File: config.mk
export PLATFORM = sky130hd
export DESIGN_NAME = branch_operand_unit
export DESIGN_NICKNAME = d
export VERILOG_FILES = /design/src/rtl/mips_pkg.sv /design/src/rtl/operand_fwd_mux.sv /design/src/rtl/branch_operand_unit.sv
export SDC_FILE = /design/constraint.sdc
export NUM_CORES = 1
export LEC_CHECK = 0
export CAP_MARGIN = 20
export CORE_AREA = 2 2 89 91
export CTS_CLUSTER_SIZE = 20
export DETAILED_ROUTE_END_ITERATION = 16
export DIE_AREA = 0 0 91 93
export HOLD_SLACK_MARGIN = 0.06
export PLACE_DENSITY = 0.81
export SLEW_MARGIN = 10
export SYNTH_ARGS = -nofsm -noshare
export SYNTH_HDL_FRONTEND = slang
export SYNTH_SLANG_ARGS = --single-unit
File: constraint.sdc
create_clock -name clk -period 3.1 [get_ports clk]
set_clock_uncertainty 0.15 [all_clocks]
set_input_delay 0.775 -clock clk [delete_from_list [all_inputs] [get_ports clk]]
set_output_delay 0.775 -clock clk [all_outputs]
set_load 0.05 [all_outputs]
File: src/rtl/mips_pkg.sv
// mips_pkg: shared widths, branch-stall state encoding and the hardwired-zero register index.
package mips_pkg;
    localparam int DATA_W = 32;
    localparam int REG_W = 5;
    localparam logic [REG_W-1:0] REG_ZERO = '0;
    typedef enum logic {IDLE, HOLD} state_t;
endpackage

File: src/rtl/operand_fwd_mux.sv
// operand_fwd_mux: freshest-value select for one branch operand plus its one- and two-cycle hazard flags.
module operand_fwd_mux
    import mips_pkg::REG_ZERO;
#(
    parameter int DATA_W = 32,
    parameter int REG_W = 5
) (
    input  logic [REG_W-1:0]  src,
    input  logic [DATA_W-1:0] rf_data,
    input  logic              ex_regwrite,
    input  logic              ex_memread,
    input  logic [REG_W-1:0]  ex_rd,
    input  logic              mem_regwrite,
    input  logic              mem_memread,
    input  logic [REG_W-1:0]  mem_rd,
    input  logic [DATA_W-1:0] mem_alu_result,
    input  logic              wb_regwrite,
    input  logic [REG_W-1:0]  wb_rd,
    input  logic [DATA_W-1:0] wb_data,
    output logic [DATA_W-1:0] fwd_data,
    output logic              h1,
    output logic              h2
);
    logic nz, ex_m, mem_m, wb_m;
    always_comb begin
        nz = src != REG_ZERO;
        ex_m = nz & ex_regwrite & (ex_rd == src);
        mem_m = nz & mem_regwrite & (mem_rd == src);
        wb_m = nz & wb_regwrite & (wb_rd == src);
        // A load in MEM has no data yet, so it never feeds the comparator.
        fwd_data = (mem_m & ~mem_memread) ? mem_alu_result : wb_m ? wb_data : rf_data;
        h2 = ex_m & ex_memread;
        h1 = (ex_m & ~ex_memread) | (mem_m & mem_memread);
    end
endmodule

File: src/rtl/branch_operand_unit.sv
// branch_operand_unit: ID-stage forwarding and 1/2-cycle stall control for the beq/bne comparator.
// Optional stall_count statistics port enabled by BRANCH_STALL_STATS_EN.
module branch_operand_unit #(
    parameter int DATA_W = mips_pkg::DATA_W,
    parameter int REG_W = mips_pkg::REG_W
) (
    input  logic              clk,
    input  logic              reset,
    input  logic              id_is_branch,
    input  logic              id_flush,
    input  logic [REG_W-1:0]  id_rs,
    input  logic [REG_W-1:0]  id_rt,
    input  logic [DATA_W-1:0] rf_data1,
    input  logic [DATA_W-1:0] rf_data2,
    input  logic              ex_regwrite,
    input  logic              ex_memread,
    input  logic [REG_W-1:0]  ex_rd,
    input  logic              mem_regwrite,
    input  logic              mem_memread,
    input  logic [REG_W-1:0]  mem_rd,
    input  logic [DATA_W-1:0] mem_alu_result,
    input  logic              wb_regwrite,
    input  logic [REG_W-1:0]  wb_rd,
    input  logic [DATA_W-1:0] wb_data,
    output logic [DATA_W-1:0] cmp_data1,
    output logic [DATA_W-1:0] cmp_data2,
    output logic              stall
`ifdef BRANCH_STALL_STATS_EN
    ,output logic [31:0]      stall_count
`endif
);
    import mips_pkg::*;
    state_t state;
    logic h1_a, h2_a, h1_b, h2_b, active, h1, h2;
    operand_fwd_mux #(.DATA_W(DATA_W), .REG_W(REG_W)) u_fwd_rs (
        .src(id_rs), .rf_data(rf_data1),
        .ex_regwrite(ex_regwrite), .ex_memread(ex_memread), .ex_rd(ex_rd),
        .mem_regwrite(mem_regwrite), .mem_memread(mem_memread), .mem_rd(mem_rd),
        .mem_alu_result(mem_alu_result),
        .wb_regwrite(wb_regwrite), .wb_rd(wb_rd), .wb_data(wb_data),
        .fwd_data(cmp_data1), .h1(h1_a), .h2(h2_a)
    );
    operand_fwd_mux #(.DATA_W(DATA_W), .REG_W(REG_W)) u_fwd_rt (
        .src(id_rt), .rf_data(rf_data2),
        .ex_regwrite(ex_regwrite), .ex_memread(ex_memread), .ex_rd(ex_rd),
        .mem_regwrite(mem_regwrite), .mem_memread(mem_memread), .mem_rd(mem_rd),
        .mem_alu_result(mem_alu_result),
        .wb_regwrite(wb_regwrite), .wb_rd(wb_rd), .wb_data(wb_data),
        .fwd_data(cmp_data2), .h1(h1_b), .h2(h2_b)
    );
    always_comb begin
        active = id_is_branch & ~id_flush;
        h2 = active & (h2_a | h2_b);
        h1 = active & (h1_a | h1_b);
        stall = (state == HOLD) ? ~id_flush : (h1 | h2);
    end
    // A two-cycle load stall parks in HOLD for its second cycle; a flush there simply returns to IDLE.
    always_ff @(posedge clk or posedge reset)
        if (reset) state <= IDLE;
        else state <= (state == IDLE && h2) ? HOLD : IDLE;
`ifdef BRANCH_STALL_STATS_EN
    always_ff @(posedge clk or posedge reset)
        if (reset) stall_count <= '0;
        else if (stall && stall_count != '1) stall_count <= stall_count + 32'd1;
`endif
endmodule

==> summary.txt <==
The synthesis and PnR run went through. The run finished, with violations left. The final reports fail on negative setup slack. Of the total power, the clock network draws 0%. Cells fill 85.4% of the core in the end.

Setup repair after global routing could not meet its margin everywhere. After synthesis the netlist holds a flip-flop and latch count of 1. Data on the critical path arrives at its endpoint at 2.57 ns. The global router reports that the layer with the highest usage is met2. In the post-route analysis, the smallest setup slack over all paths is -0.392 ns. Stage-log warning count landed at 32. Largest fanout on the critical path landed at 5. Areal power density over the cells landed at 160 mW/mm2. Total sequential power landed at 0.0134 mW.

Largest net degree at the start of global routing landed at 31. Leaving out fill and tap cells, the most frequent cells in the layout are 134 x sky130_fd_sc_hd__clkdlybuf4s50_1, 75 x sky130_fd_sc_hd__buf_12, 53 x sky130_fd_sc_hd__nand2_1. STA classifies the critical path startpoint as an input port. Total number of yosys warnings landed at 0. Counting every instance in the synthesized netlist gives 271. Unique cell type count in the Yosys netlist landed at 21.

Logic area landed at 0.00267 mm2. The core region is 0.00753 mm2. The first routing iteration left 89 violations. The worst hold path passes through 2 cells.

Setup-violating endpoint count in the final report landed at 65. Via count of the first global-routing pass landed at 3,543.
-- worst max-delay path by stage --
stage / from / endpoint / slack [ns] / cells after the start
final: id_rs[3] / cmp_data1[23] / -0.39 / 10
after global routing: id_rs[3] / cmp_data1[13] / -0.45 / 10
after CTS: id_rs[3] / cmp_data1[23] / -0.39 / 10
after detailed placement: id_rs[3] / cmp_data1[23] / -0.64 / 8
after global placement: id_rs[2] / cmp_data1[23] / -0.62 / 8
after floorplan: id_rt[0] / cmp_data2[10] / -0.14 / 5
-- cells by family (layout without fill, tap and decap cells) --
family,after synthesis,after routing,share of synthesized area (%)
and+or+nand+nor,86,86,24.1
AOI/OAI and AO/OA,69,69,19.0
muxes,64,64,34.4
xor gates and xnor gates,30,30,14.1
buffers and inverters,21,275,6.93
DFF,1,1,1.34
==> images/layer_met2.png <==
Cells faint in the background.
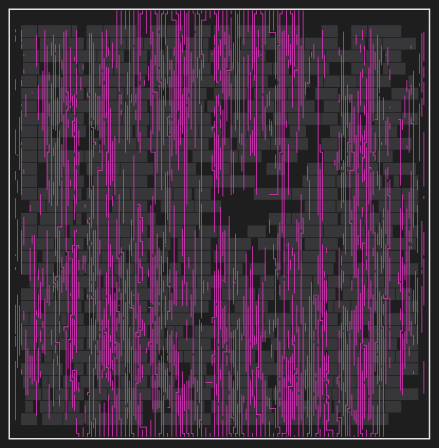
- longest straight run: 53.7 um
- wire length on this layer: 7,380 um
- share of all routed wire: 56%
total wire length after detailed routing: 13,300 um
met2 routing resource usage after global routing: 54.9%
overall via count from detail_route: 3,255

==> images/layer_met1.png <==
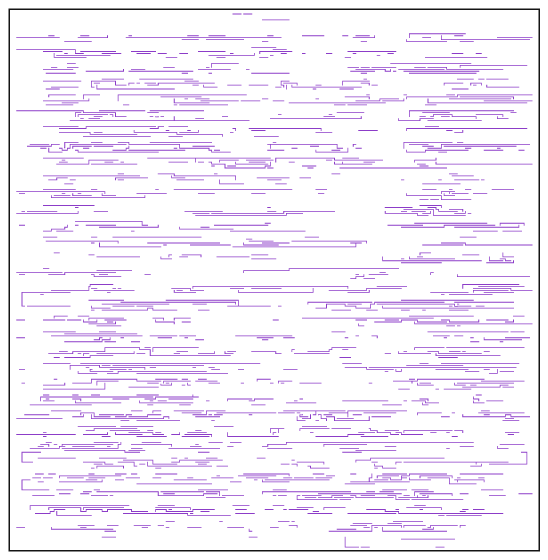
- longest straight run: 32.2 um
- wire length on this layer: 4,680 um
grt met1 use: 28.7%

No activity file was given, so power comes from the tool's default toggle rates.
